===== src/rtl/reg_op_sequencer.sv =====
// reg_op_sequencer: multi-cycle command sequencer for a single 32-bit function register.
// Runs byte-stream assembly (LOADB), counted INC/DEC, and decrement-to-zero (DRAIN)
// by driving the register's E/FunSel/I pins and watching its Q output.
// Optional feature macro: REGSEQ_SIGNEXT_EN adds the SEXT state, which sign-extends
// the low half of an assembled LOADB value when CmdCount[2] is set.
module reg_op_sequencer (
  input  logic        Clock,
  input  logic        Reset,
  input  logic        CmdValid,
  output logic        CmdReady,
  input  logic [1:0]  CmdOp,
  input  logic [7:0]  CmdCount,
  input  logic        ByteValid,
  output logic        ByteReady,
  input  logic [7:0]  ByteIn,
  input  logic [31:0] RegQ,
  output logic        RegE,
  output logic [2:0]  RegFunSel,
  output logic [31:0] RegI,
  output logic        Busy,
  output logic        Done
);

  localparam logic [1:0] OP_LOADB = 2'b00;
  localparam logic [1:0] OP_INC   = 2'b01;
  localparam logic [1:0] OP_DEC   = 2'b10;
  localparam logic [1:0] OP_DRAIN = 2'b11;

  localparam logic [2:0] FS_DEC   = 3'b000;
  localparam logic [2:0] FS_INC   = 3'b001;
  localparam logic [2:0] FS_ZEXTB = 3'b100;
  localparam logic [2:0] FS_SHL8  = 3'b110;
`ifdef REGSEQ_SIGNEXT_EN
  localparam logic [2:0] FS_SEXTH = 3'b111;
`endif

  typedef enum logic [2:0] {
    IDLE  = 3'd0,
    BYTE  = 3'd1,
    STEP  = 3'd2,
    DRAIN = 3'd3,
`ifdef REGSEQ_SIGNEXT_EN
    SEXT  = 3'd4,
`endif
    DONE  = 3'd5
  } state_t;

  state_t      state;
  state_t      stateNext;
  logic [1:0]  opReg;
  logic [7:0]  countReg;
  logic [1:0]  byteIdx;
  logic [1:0]  byteLast;
`ifdef REGSEQ_SIGNEXT_EN
  logic        sextReq;
`endif

  // State register; a low Reset abandons whatever command is in flight
  always_ff @(posedge Clock) begin
    if (!Reset) begin
      state <= IDLE;
    end else begin
      state <= stateNext;
    end
  end

  // Command latch, byte index and remaining step count
  always_ff @(posedge Clock) begin
    if (!Reset) begin
      opReg    <= OP_LOADB;
      countReg <= 8'd0;
      byteIdx  <= 2'd0;
      byteLast <= 2'd0;
`ifdef REGSEQ_SIGNEXT_EN
      sextReq  <= 1'b0;
`endif
    end else begin
      case (state)
        IDLE: begin
          if (CmdValid) begin
            opReg    <= CmdOp;
            countReg <= CmdCount;
            byteIdx  <= 2'd0;
            byteLast <= CmdCount[1:0];
`ifdef REGSEQ_SIGNEXT_EN
            sextReq  <= CmdCount[2];
`endif
          end
        end
        BYTE: begin
          if (ByteValid) begin
            byteIdx <= byteIdx + 2'd1;
          end
        end
        STEP: begin
          countReg <= countReg - 8'd1;
        end
        default: begin
        end
      endcase
    end
  end

  // Next state and register-pin drive; DRAIN leaves on the step that reaches zero so Done lands in cycle V+1
  always_comb begin
    stateNext = state;
    CmdReady  = 1'b0;
    ByteReady = 1'b0;
    RegE      = 1'b0;
    RegFunSel = FS_DEC;
    RegI      = 32'd0;
    Busy      = (state != IDLE);
    Done      = 1'b0;
    case (state)
      IDLE: begin
        CmdReady = 1'b1;
        if (CmdValid) begin
          case (CmdOp)
            OP_LOADB: stateNext = BYTE;
            OP_INC,
            OP_DEC:   stateNext = (CmdCount == 8'd0) ? DONE : STEP;
            OP_DRAIN: stateNext = (RegQ == 32'd0) ? DONE : DRAIN;
          endcase
        end
      end
      BYTE: begin
        ByteReady = 1'b1;
        RegE      = ByteValid;
        RegI      = {24'd0, ByteIn};
        RegFunSel = (byteIdx == 2'd0) ? FS_ZEXTB : FS_SHL8;
        if (ByteValid && (byteIdx == byteLast)) begin
`ifdef REGSEQ_SIGNEXT_EN
          stateNext = sextReq ? SEXT : DONE;
`else
          stateNext = DONE;
`endif
        end
      end
      STEP: begin
        RegE      = 1'b1;
        RegFunSel = (opReg == OP_INC) ? FS_INC : FS_DEC;
        if (countReg <= 8'd1) begin
          stateNext = DONE;
        end
      end
      DRAIN: begin
        RegE      = (RegQ != 32'd0);
        RegFunSel = FS_DEC;
        if (RegQ <= 32'd1) begin
          stateNext = DONE;
        end
      end
`ifdef REGSEQ_SIGNEXT_EN
      SEXT: begin
        RegE      = 1'b1;
        RegFunSel = FS_SEXTH;
        RegI      = {16'd0, RegQ[15:0]};
        stateNext = DONE;
      end
`endif
      DONE: begin
        Done      = 1'b1;
        stateNext = IDLE;
      end
      default: begin
        stateNext = IDLE;
      end
    endcase
    if (!Reset) begin
      CmdReady  = 1'b0;
      ByteReady = 1'b0;
      RegE      = 1'b0;
      RegFunSel = FS_DEC;
      RegI      = 32'd0;
      Busy      = 1'b0;
      Done      = 1'b0;
    end
  end

endmodule


===== config.mk =====
export PLATFORM = sky130hd
export DESIGN_NAME = reg_op_sequencer
export DESIGN_NICKNAME = d
export VERILOG_FILES = /design/src/rtl/reg_op_sequencer.sv
export SDC_FILE = /design/constraint.sdc
export NUM_CORES = 1
export LEC_CHECK = 0
export CAP_MARGIN = 10
export CORE_MARGIN = 2
export CORE_UTILIZATION = 32
export CTS_BUF_LIST = sky130_fd_sc_hd__clkbuf_16
export DETAILED_ROUTE_END_ITERATION = 8
export GPL_ROUTABILITY_DRIVEN = 0
export PLACE_DENSITY = 0.76
export RECOVER_POWER = 100
export REMOVE_ABC_BUFFERS = 1
export SLEW_MARGIN = 20
export SYNTH_ARGS = -nofsm -noshare
export SYNTH_HDL_FRONTEND = slang
export SYNTH_SLANG_ARGS = --single-unit

===== constraint.sdc =====
create_clock -name Clock -period 1.8 [get_ports Clock]
set_input_delay 0.18 -clock Clock [delete_from_list [all_inputs] [get_ports Clock]]
set_output_delay 0.18 -clock Clock [all_outputs]
set_load 0.01 [all_outputs]

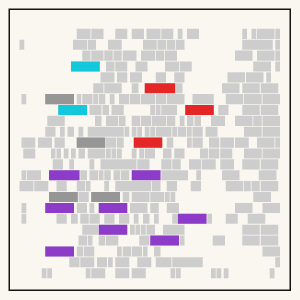
Fig. 1. Sequential cells coloured by netlist name.
(4 px per µm) Other sequential cells in the stronger grey, the rest of the logic in the fainter grey.
[`byteIdx`] cyan | placed flops: 2
[`countReg`] purple | placed flops: 8
[`state`] red | placed flops: 3
not coloured: 4

==> summary.txt <==
Simple-Gate Area Share - 0.354
starting utilization of the core area - 0.340
number of non-clock buffers in the layout - 95
Logic inverters - 8
Dominant flop cell - dfxtp_1
Final setup viols - 1
setup bufs post-CTS - 2
Yosys Warn Count - 0
Max Root-Sink Buffers - 2
hold slack final - 469 ps
CTS Buf Count - 3
crit path buf inv count - 0
Skew-Pair Late Insertion Delay - 250 ps
power per cell area - 1130 nW/µm²
first-pass GRT wire length - 6800 µm
GRT overflow - 0
Comb area share - 0.405
R2R Path End - countReg[7]
Initial DRC Count - 52
clock network area share - 0.0331
Int Pwr - 1620 µW
CP delay by family, top - simple AND/OR/NAND/NOR gates
leading cell types by count after synthesis - 24 x buf_4, 23 x nand2_1, 17 x dfxtp_1, 13 x nor2_1, 11 x nor4_1
P&R area growth vs syn - 74.4%
maximum clock rate - 0.554 GHz
Largest logic family - simple AND/OR/NAND/NOR gates
Post-synth area hogs - dfxtp_1 25%, buf_4 13%, nand2_1 6.2%
Tot GR Track Use - 0.169
async set or reset register ratio after synthesis - 0
Commonest Layout Cell - dlymetal6s2s_1
WP data arrival - 1970 ps
max reg flops - 8
failing checks - setup timing
tool warning count - 29
input/output buffers - 69
count leader, synth - buf_4
area share, top type - 0.245
clk sinks - 17
Pwr Total - 2730 µW
Cell Type Count - 46
end of the critical path - countReg[7]
CTS clk-pin slew, worst paths - 60 ps
Top cells excl fill/tap - 30 x dlymetal6s2s_1, 24 x nand2_1, 24 x conb_1
largest net degree at the start of global routing - 12
worst r2r path cells - 5
Mux area share - 0
min Tclk post-route - 1800 ps
HP Class - reg2reg
nets - 335
mi-comb count - 151
comb. cell area - 982 µm²
Largest regs - countReg (8), state (3)
crit-path cells - or4_4 > or4_4 > a21oi_2 > nor2_1 > a311oi_2
per-instance average area after synthesis - 7.59 µm²
min-delay src - opReg[0]
yosys aoi share - 0.161
die height - 69.9 µm
status - finished with violations
overall routed net length - 4460 µm
# Taps - 50
register with the most flip-flops - countReg
layout cells sized above 1 - 0.189
PnR worst setup slack - -3.86 ps
CP max stage delay - 570 ps
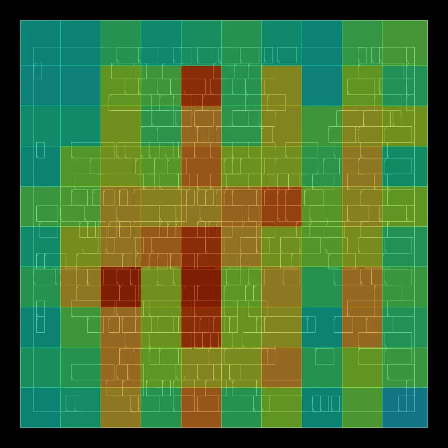
Fig. 2. Routing congestion map.
grt peak-use layer: met2
M1 GR Usage: 0.208
Final Util: 0.593
Avg WL per Cell: 13.7 µm

## metal layers
layer,part of all wire,GRT usage,up-vias
li1,-,-,790
met2,0.50,0.297,78
met3,0.085,0.0433,2
met4,0.0043,0.0342,0
met1,0.42,0.208,739
met5,0,0,-
## per-stage QoR
stage	setup WS (ps)	std cells	setup TNS (ps)	util
2_1_floorplan	-265	176	-858	-
3_3_place_gp	-594	318	-1380	0.534
3_5_place_dp	-551	318	-1470	0.534
4_1_cts	-143	324	-143	0.562
5_1_grt	-53.0	325	-71.1	0.593
6_report	-3.86	325	-3.86	0.593
## power by group through the flow
stage | sequential [µW] | combinational (µW) | clock, µW
after global placement | 632 | 1510 | 0
after global routing | 668 | 1800 | 476
final | 654 | 1630 | 453
after floorplan | 651 | 841 | 0
after CTS | 636 | 1570 | 454
after detailed placement | 634 | 1530 | 0
No activity file was given, so power comes from the tool's default toggle rates.
